==> src/rtl/axilite_pkg.sv <==
// Shared AXI4-Lite definitions: response codes, initiator state encoding and
// a strobe-width helper.
package axilite_pkg;

    localparam logic [1:0] RESP_OKAY   = 2'b00;
    localparam logic [1:0] RESP_EXOKAY = 2'b01;
    localparam logic [1:0] RESP_SLVERR = 2'b10;
    localparam logic [1:0] RESP_DECERR = 2'b11;

    localparam logic [2:0] AWPROT_DEFAULT = 3'b000;

    typedef enum logic [1:0] {
        ST_IDLE = 2'b00,
        ST_XFER = 2'b01,
        ST_RESP = 2'b10
    } init_state_t;

    function automatic int strb_width(input int data_width);
        return data_width / 8;
    endfunction

endpackage

==> src/rtl/axilite_chan_src.sv <==
// Single valid/ready source: captures a payload on load, holds valid until the
// handshake, then remembers that the beat was sent.
module axilite_chan_src #(
    parameter int W = 32
) (
    input  logic         i_clk,
    input  logic         i_rst,
    input  logic         i_load,
    input  logic [W-1:0] i_payload,
    input  logic         i_ready,
    output logic         o_valid,
    output logic [W-1:0] o_payload,
    output logic         o_sent,
    output logic         o_fire
);

    logic         r_valid;
    logic         r_sent;
    logic [W-1:0] r_payload;

    assign o_fire    = r_valid && i_ready;
    assign o_valid   = r_valid;
    assign o_payload = r_payload;
    assign o_sent    = r_sent;

    always_ff @(posedge i_clk) begin
        if (i_rst) begin
            r_valid   <= 1'b0;
            r_sent    <= 1'b0;
            r_payload <= '0;
        end else if (i_load) begin
            r_payload <= i_payload;
            r_valid   <= 1'b1;
            r_sent    <= 1'b0;
        end else if (o_fire) begin
            // payload is left untouched so the bus sees a stable value afterwards
            r_valid <= 1'b0;
            r_sent  <= 1'b1;
        end
    end

endmodule

==> src/rtl/axilite_write_initiator.sv <==
// AXI4-Lite write manager: takes one local request, issues AW and W
// independently, waits for B and reports completion with a one-cycle done pulse.
module axilite_write_initiator
    import axilite_pkg::*;
#(
    parameter int ADDR_WIDTH = 32,
    parameter int DATA_WIDTH = 32
) (
    input  logic                    i_clk,
    input  logic                    i_rst,
    input  logic                    i_req_valid,
    output logic                    o_req_ready,
    input  logic [ADDR_WIDTH-1:0]   i_req_addr,
    input  logic [DATA_WIDTH-1:0]   i_req_data,
    input  logic [DATA_WIDTH/8-1:0] i_req_strb,
    output logic                    o_done,
    output logic [1:0]              o_done_resp,
    output logic                    o_busy,
    output logic [ADDR_WIDTH-1:0]   o_awaddr,
    output logic [2:0]              o_awprot,
    output logic                    o_awvalid,
    input  logic                    i_awready,
    output logic [DATA_WIDTH-1:0]   o_wdata,
    output logic [DATA_WIDTH/8-1:0] o_wstrb,
    output logic                    o_wvalid,
    input  logic                    i_wready,
    input  logic [1:0]              i_bresp,
    input  logic                    i_bvalid,
    output logic                    o_bready
);

    localparam int STRB_WIDTH = strb_width(DATA_WIDTH);
    localparam int W_PAYLOAD  = DATA_WIDTH + STRB_WIDTH;

    init_state_t      r_state;
    logic             r_req_ready;
    logic             r_bready;
    logic             r_done;
    logic             r_busy;
    logic [1:0]       r_done_resp;

    logic             w_accept;
    logic             w_aw_fire;
    logic             w_aw_sent;
    logic             w_w_fire;
    logic             w_w_sent;
    logic             w_aw_fin;
    logic             w_w_fin;
    logic             w_b_fire;
    logic [W_PAYLOAD-1:0] w_w_payload;

    assign w_accept = (r_state == ST_IDLE) && r_req_ready && i_req_valid;
    // a channel counts as finished if it completed earlier or completes on this edge
    assign w_aw_fin = w_aw_sent || w_aw_fire;
    assign w_w_fin  = w_w_sent || w_w_fire;
    assign w_b_fire = r_bready && i_bvalid;

    axilite_chan_src #(.W(ADDR_WIDTH)) u_aw_src (
        .i_clk     (i_clk),
        .i_rst     (i_rst),
        .i_load    (w_accept),
        .i_payload (i_req_addr),
        .i_ready   (i_awready),
        .o_valid   (o_awvalid),
        .o_payload (o_awaddr),
        .o_sent    (w_aw_sent),
        .o_fire    (w_aw_fire)
    );

    axilite_chan_src #(.W(W_PAYLOAD)) u_w_src (
        .i_clk     (i_clk),
        .i_rst     (i_rst),
        .i_load    (w_accept),
        .i_payload ({i_req_strb, i_req_data}),
        .i_ready   (i_wready),
        .o_valid   (o_wvalid),
        .o_payload (w_w_payload),
        .o_sent    (w_w_sent),
        .o_fire    (w_w_fire)
    );

    assign o_wdata     = w_w_payload[DATA_WIDTH-1:0];
    assign o_wstrb     = w_w_payload[W_PAYLOAD-1:DATA_WIDTH];
    assign o_awprot    = AWPROT_DEFAULT;
    assign o_req_ready = r_req_ready;
    assign o_bready    = r_bready;
    assign o_done      = r_done;
    assign o_done_resp = r_done_resp;
    assign o_busy      = r_busy;

    always_ff @(posedge i_clk) begin
        if (i_rst) begin
            r_state     <= ST_IDLE;
            r_req_ready <= 1'b0;
            r_bready    <= 1'b0;
            r_done      <= 1'b0;
            r_busy      <= 1'b0;
            r_done_resp <= RESP_OKAY;
        end else begin
            r_done <= 1'b0;
            case (r_state)
                ST_IDLE: begin
                    // busy stays high through the done cycle unless a new request lands
                    if (w_accept) begin
                        r_req_ready <= 1'b0;
                        r_busy      <= 1'b1;
                        r_state     <= ST_XFER;
                    end else begin
                        r_req_ready <= 1'b1;
                        r_busy      <= 1'b0;
                    end
                end
                ST_XFER: begin
                    if (w_aw_fin && w_w_fin) begin
                        r_bready <= 1'b1;
                        r_state  <= ST_RESP;
                    end
                end
                ST_RESP: begin
                    if (w_b_fire) begin
                        r_bready    <= 1'b0;
                        r_done      <= 1'b1;
                        r_done_resp <= i_bresp;
                        r_req_ready <= 1'b1;
                        r_state     <= ST_IDLE;
                    end
                end
                default: r_state <= ST_IDLE;
            endcase
        end
    end

endmodule

==> config.mk <==
export PLATFORM = sky130hd
export DESIGN_NAME = axilite_write_initiator
export DESIGN_NICKNAME = d
export VERILOG_FILES = /design/src/rtl/axilite_pkg.sv /design/src/rtl/axilite_chan_src.sv /design/src/rtl/axilite_write_initiator.sv
export SDC_FILE = /design/constraint.sdc
export NUM_CORES = 1
export LEC_CHECK = 0
export ABC_AREA = 1
export CORE_AREA = 10 10 118 77
export CTS_BUF_LIST = sky130_fd_sc_hd__clkbuf_4
export DETAILED_ROUTE_END_ITERATION = 7
export DIE_AREA = 0 0 128 87
export MAX_ROUTING_LAYER = met4
export PLACE_DENSITY = 0.88
export SLEW_MARGIN = 25
export SYNTH_ARGS = -nofsm -noshare
export SYNTH_HDL_FRONTEND = slang
export SYNTH_SLANG_ARGS = --single-unit
export TNS_END_PERCENT = 30
==> constraint.sdc <==
create_clock -name i_clk -period 2.8 [get_ports i_clk]
set_clock_uncertainty 0.1 [all_clocks]
set_input_delay 0.56 -clock i_clk [delete_from_list [all_inputs] [get_ports i_clk]]
set_output_delay 0.56 -clock i_clk [all_outputs]
set_load 0.02 [all_outputs]
==> impl_metrics.json, run 1 <==
{
  "fillerInstances": 629,
  "fin_crit_sh_pct": 74.8,
  "dpl_cell_area_um2": 4460,
  "signal_buffer_area_fraction_pct": 34.2,
  "ctsHtreeMaxLevel": 3,
  "route.detailed.wl_per_inst_um": 15.2,
  "start_kind": "register",
  "route.top_layer_used": "met4",
  "synth_xor_xnor_area_share_pct": 0,
  "grt_pass1_vias": 2787,
  "cp_top_family": "buffers and inverters",
  "async_reset_ff_share_pct": 0,
  "clock_cell_area_share_pct": 2.44,
  "finish.net_count": 578,
  "routedLengthMet1_um": 4040,
  "critical_path_arrival_ns": 1.43,
  "netlist_area_um2": 2980,
  "grt_util_all_layers_pct": 16.3,
  "largestPowerGroup": "sequential cells",
  "rsz0062_at_grt": "false",
  "post_cts_repair_setup_buffers": 0,
  "critical_path.endpoint_type": "primary output",
  "sum_of_met2_wire_segment_lengths_after_detailed_routing_um": 4330,
  "status": "finished, final reports clean"
}
-- run 1: worst paths after layout --
path	slack, ns	endpoint	cells after the start	from
max	0.71	o_req_ready	1	o_req_ready$_SDFFE_PP0P_
min	0.37	u_w_src.o_sent$_SDFFE_PP0P_	2	u_w_src.o_sent$_SDFFE_PP0P_
max reg2reg	1.31	u_aw_src.o_payload[18]$_SDFFE_PP0P_	6	r_state[1]$_SDFFE_PP0P_
min reg2reg	0.37	u_w_src.o_sent$_SDFFE_PP0P_	2	u_w_src.o_sent$_SDFFE_PP0P_
**Run 1: placement density heat map**

13 x 9 tiles, from white (low) to dark blue (high), 0 to 100% covered.
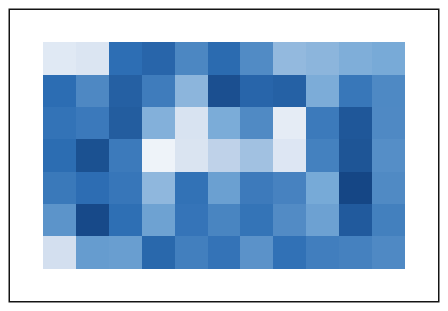
mean over tiles: 40%
fullest tile: 91%
nearly empty tiles: 34%
tiles over 75% full: 14%
CORE AREA: 7030 µm²
effective utilization at floorplan: 42.5%

**Run 1: sequential cells grouped by signal name**

Other sequential cells in the stronger gray, the rest of the logic in the fainter gray.
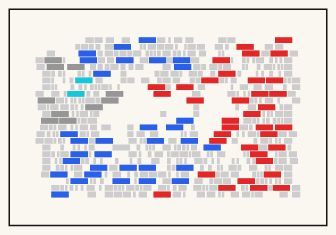
[u_aw_src.o_payload] blue | flops: 32
[r_state] cyan | flops: 2
[u_w_src.o_payload] red | flops: 36
total sequential power: 1.27 mW
flip-flop and latch area: 1600 µm²
fraction of the core area covered by cells at the end of the flow: 65.0%
Seq/total area: 35.0%

**Run 1: cell outlines without signal wires**

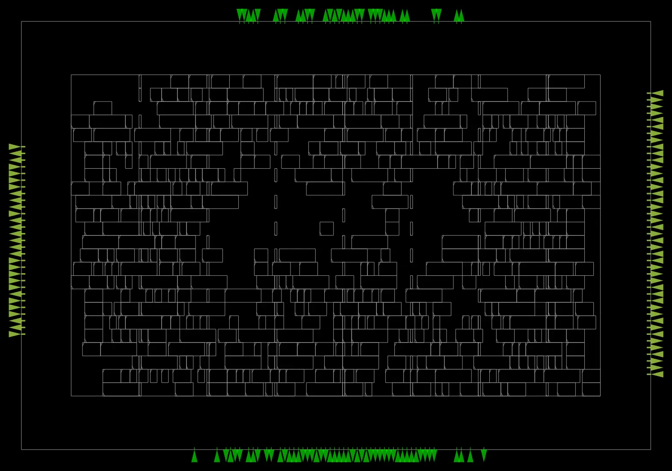
tally of non-filler cells in the final layout: 598
count of inserted tapcells: 91
flip-flops: 80

==> run 2, diff against run 1 <==
--- a/config.mk
+++ b/config.mk
@@ -6,12 +6,12 @@
 export NUM_CORES = 1
 export LEC_CHECK = 0
 export ABC_AREA = 1
-export CORE_AREA = 10 10 118 77
+export CORE_AREA = 10 10 127 83
 export CTS_BUF_LIST = sky130_fd_sc_hd__clkbuf_4
 export DETAILED_ROUTE_END_ITERATION = 7
-export DIE_AREA = 0 0 128 87
+export DIE_AREA = 0 0 137 93
 export MAX_ROUTING_LAYER = met4
-export PLACE_DENSITY = 0.88
+export PLACE_DENSITY = 0.8
 export SLEW_MARGIN = 25
 export SYNTH_ARGS = -nofsm -noshare
 export SYNTH_HDL_FRONTEND = slang
==> constraint.sdc (replaced) <==
create_clock -name i_clk -period 1.68 [get_ports i_clk]
set_clock_uncertainty 0.1 [all_clocks]
set_input_delay 0.336 -clock i_clk [delete_from_list [all_inputs] [get_ports i_clk]]
set_output_delay 0.336 -clock i_clk [all_outputs]
set_load 0.02 [all_outputs]
**Run 2: met2 routing**

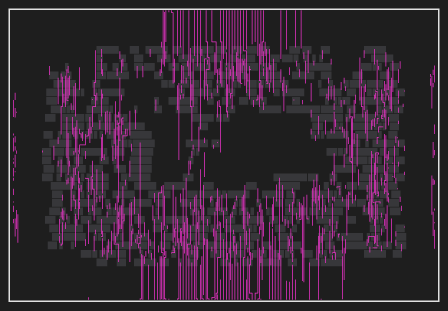
main direction: vertical
longest straight run: 38.9 µm
share of all routed wire: 46%
wire length on this layer: 4190 µm

**Run 2: placement density heat map**

14 x 9 tiles, from white (low) to dark blue (high), 0 to 100% covered.
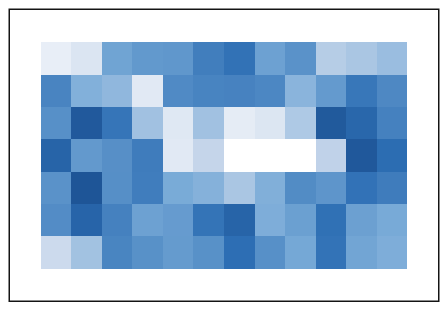
tiles over 75% full: 7.1%
fullest tile: 85%
emptiest ninth of the die: upper left
densest ninth of the die: middle left
nearly empty tiles: 36%

==> impl_metrics.json, run 2 <==
{
  "status": "finished, final reports clean",
  "worst_r2r_path_depth": 6,
  "route.detailed.wl_per_inst_um": 14.7,
  "final_cells": 621,
  "yosysSeqAreaShare_pct": 53.7,
  "layout_top_cells_excl_fill_tap": "124 x nor2_1, 80 x dfxtp_1, 75 x clkdlybuf4s50_1, 75 x dlygate4sd2_1, 60 x o21ai_1",
  "tool_warnings": 26,
  "hold_end": "u_aw_src.o_sent$_SDFFE_PP0P_",
  "ctsHtreeMaxLevel": 3,
  "power_combinational_mw": 0.974,
  "yosys_warnings": 0,
  "critical_path.endpoint_type": "primary output",
  "power.sequential.total_mw": 2.11,
  "fraction_of_the_core_area_covered_by_cells_at_the_end_of_the_flow_pct": 56.0,
  "cp_data_required_time_ns": 1.24,
  "dpl_cell_area_um2": 4570,
  "worst-path-stages": 1,
  "rsz0062_at_grt": "false",
  "worst_hold_path.num_cells": 2,
  "setup.reg_to_reg.worst_slack_ns": 0.41,
  "start_kind": "register",
  "fin_crit_sh_pct": 94.1,
  "core_area_um2": 8260,
  "async_reset_ff_share_pct": 0,
  "finish.net_count": 581,
  "synth.cellmix.compoundShare_pct": 15.1,
  "post_cts_repair_setup_buffers": 0,
  "critical_path_arrival_ns": 1.14,
  "largest_reg_flops": 36,
  "grt_pass1_vias": 2606,
  "die_height_um": 93,
  "cp_top_family": "flip-flops",
  "endpoint": "o_busy",
  "timing.fmax_ghz": 0.633,
  "grt_util_all_layers_pct": 13.8,
  "finalWeightedCongestion": 0.770,
  "worst_r2r_startpoint": "r_state[1]$_SDFFE_PP0P_",
  "worstReg2RegEnd": "u_w_src.o_payload[10]$_SDFFE_PP0P_",
  "worstSetupStartpoint": "o_busy$_SDFFE_PP0P_",
  "netlist_area_um2": 2980,
  "worstHoldStart": "u_aw_src.o_sent$_SDFFE_PP0P_",
  "largestPowerGroup": "sequential cells",
  "leakagePower_nw": 2.08
}
-- run 2: final cells by class --
cell class                      instances  area, µm²  area share (%)
Tap cell                              112        140            3.03
Clock inverter                          5       72.6            1.57
Multi-Input combinational cell        244       1140            24.6
Inverter                               11       43.8           0.947
Sequential cell                        80       1600            34.6
Timing Repair Buffer                  159       1550            33.6
Clock buffer                           10       75.1            1.62
-- run 2: what timing repair did --
action | 4_1_cts | 5_1_grt
resized | 76 | 1
hold buffers | 0 | 0
pin swaps | 0 | 0
cloned | 0 | 0
setup endpoints to repair | 76 | 1
-- run 2: metal layers --
metal / routed length, µm / GRT usage [%]
met2: 4190 / 21.6
met4: 101 / 4.46
met1: 4120 / 16.3
met3: 701 / 5.13
met5: 0 / -
==> run 3, diff against run 2 <==
--- a/config.mk
+++ b/config.mk
@@ -12,8 +12,7 @@
 export DIE_AREA = 0 0 137 93
 export MAX_ROUTING_LAYER = met4
 export PLACE_DENSITY = 0.8
-export SLEW_MARGIN = 25
+export SLEW_MARGIN = 20
 export SYNTH_ARGS = -nofsm -noshare
 export SYNTH_HDL_FRONTEND = slang
 export SYNTH_SLANG_ARGS = --single-unit
-export TNS_END_PERCENT = 30
==> constraint.sdc (replaced) <==
create_clock -name i_clk -period 1.68 [get_ports i_clk]
set_clock_uncertainty 0.1 [all_clocks]
set_input_delay 0.336 -clock i_clk [delete_from_list [all_inputs] [get_ports i_clk]]
set_output_delay 0.336 -clock i_clk [all_outputs]
set_load 0.005 [all_outputs]
**Run 3: met1 routing**

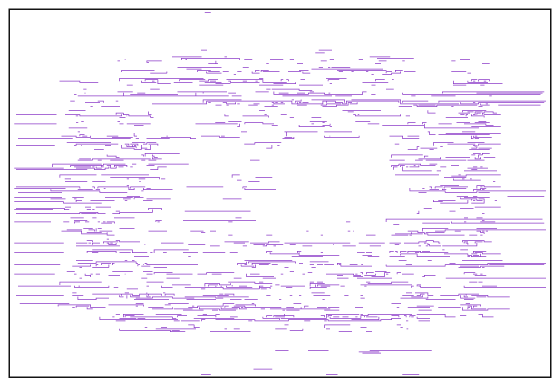
main direction: horizontal
share of all routed wire: 44%
longest straight run: 39.6 µm
GR Layer Usage met1: 16.3%
Total Routed Length: 9160 µm
via count of the routed design: 2820

**Run 3: met2 routing**

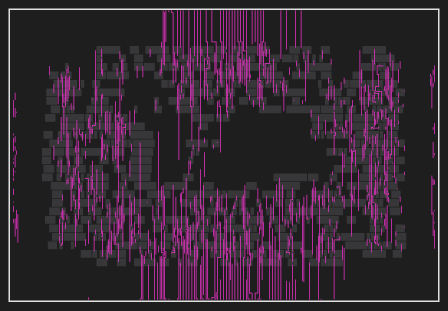
longest straight run: 37.9 µm
main direction: vertical
share of all routed wire: 47%
nets with wire on the layer: 476

==> impl_metrics.json, run 3 <==
{
  "status": "finished, final reports clean",
  "die_height_um": 93,
  "hold_end": "u_aw_src.o_sent$_SDFFE_PP0P_",
  "cts_resized": 112,
  "routedLengthMet1_um": 4040,
  "worstSetupStartpoint": "u_w_src.o_payload[34]$_SDFFE_PP0P_",
  "worst_hold_path.num_cells": 2,
  "worst_r2r_path_depth": 7,
  "endpoint": "o_wstrb[2]",
  "power.sequential.total_mw": 2.12,
  "worst_r2r_startpoint": "o_req_ready$_SDFFE_PP0P_",
  "floorplan.rows": 26,
  "grt_util_all_layers_pct": 14.0,
  "timing.fmax_ghz": 0.676,
  "ctsHtreeMaxLevel": 3,
  "fraction_of_the_core_area_covered_by_cells_at_the_end_of_the_flow_pct": 56.7,
  "worstReg2RegEnd": "u_w_src.o_payload[10]$_SDFFE_PP0P_",
  "cp_data_required_time_ns": 1.24,
  "finalWeightedCongestion": 0.770,
  "finish.net_count": 583,
  "largest_reg_flops": 36,
  "post_cts_repair_setup_buffers": 2,
  "sum_of_met2_wire_segment_lengths_after_detailed_routing_um": 4270,
  "groute.layer.met2.usage_pct": 21.8,
  "power_combinational_mw": 0.823,
  "netlist_area_um2": 2980,
  "dpl_cell_area_um2": 4570,
  "critical_path_arrival_ns": 1.04,
  "layout_top_cells_excl_fill_tap": "124 x nor2_1, 76 x dlygate4sd2_1, 75 x clkdlybuf4s50_1, 60 x o21ai_1, 44 x dfxtp_1",
  "worstHoldStart": "u_aw_src.o_sent$_SDFFE_PP0P_",
  "final_cells": 623,
  "critical_path.endpoint_type": "primary output",
  "cts_hold_repair.buffers": 0,
  "rsz0062_at_grt": "false",
  "use_met3_pct": 5.18,
  "fin_crit_sh_pct": 88.0,
  "route.top_layer_used": "met4",
  "core_area_um2": 8260,
  "largestPowerGroup": "sequential cells",
  "route.detailed.wl_per_inst_um": 14.7,
  "yosys_warnings": 0,
  "yosysSeqAreaShare_pct": 53.7,
  "top_usage_layer": "met2",
  "synth.cellmix.compoundShare_pct": 15.1,
  "worst-path-stages": 1,
  "grt_pass1_vias": 2647
}
==> run 3: cell types whose count changed in the layout (fill, tap and decap cells not counted) <==
cell	before	now
clkdlybuf4s15_1	1	0
buf_4	2	4
dfxtp_1	80	44
dfxtp_2	0	36
dlygate4sd2_1	75	76
==> run 3: worst min-delay path, cell delays in order (launching register included) <==
cell	delay, ns
dfxtp_1	0.31
inv_1	0.07
a21oi_2	0.05
==> run 3: area by class of cell <==
| cell class | count | area (µm²) |
|---|---|---|
| Fill cell | 798 | 3580 |
| Sequential cell | 80 | 1650 |
| Timing Repair Buffer | 161 | 1570 |
| Multi-Input combinational cell | 244 | 1140 |
| Tap cell | 112 | 140 |
| Clock buffer | 10 | 75.1 |
| Clock inverter | 5 | 72.6 |
| Inverter | 11 | 43.8 |
Power is estimated from default activity; no workload was simulated.
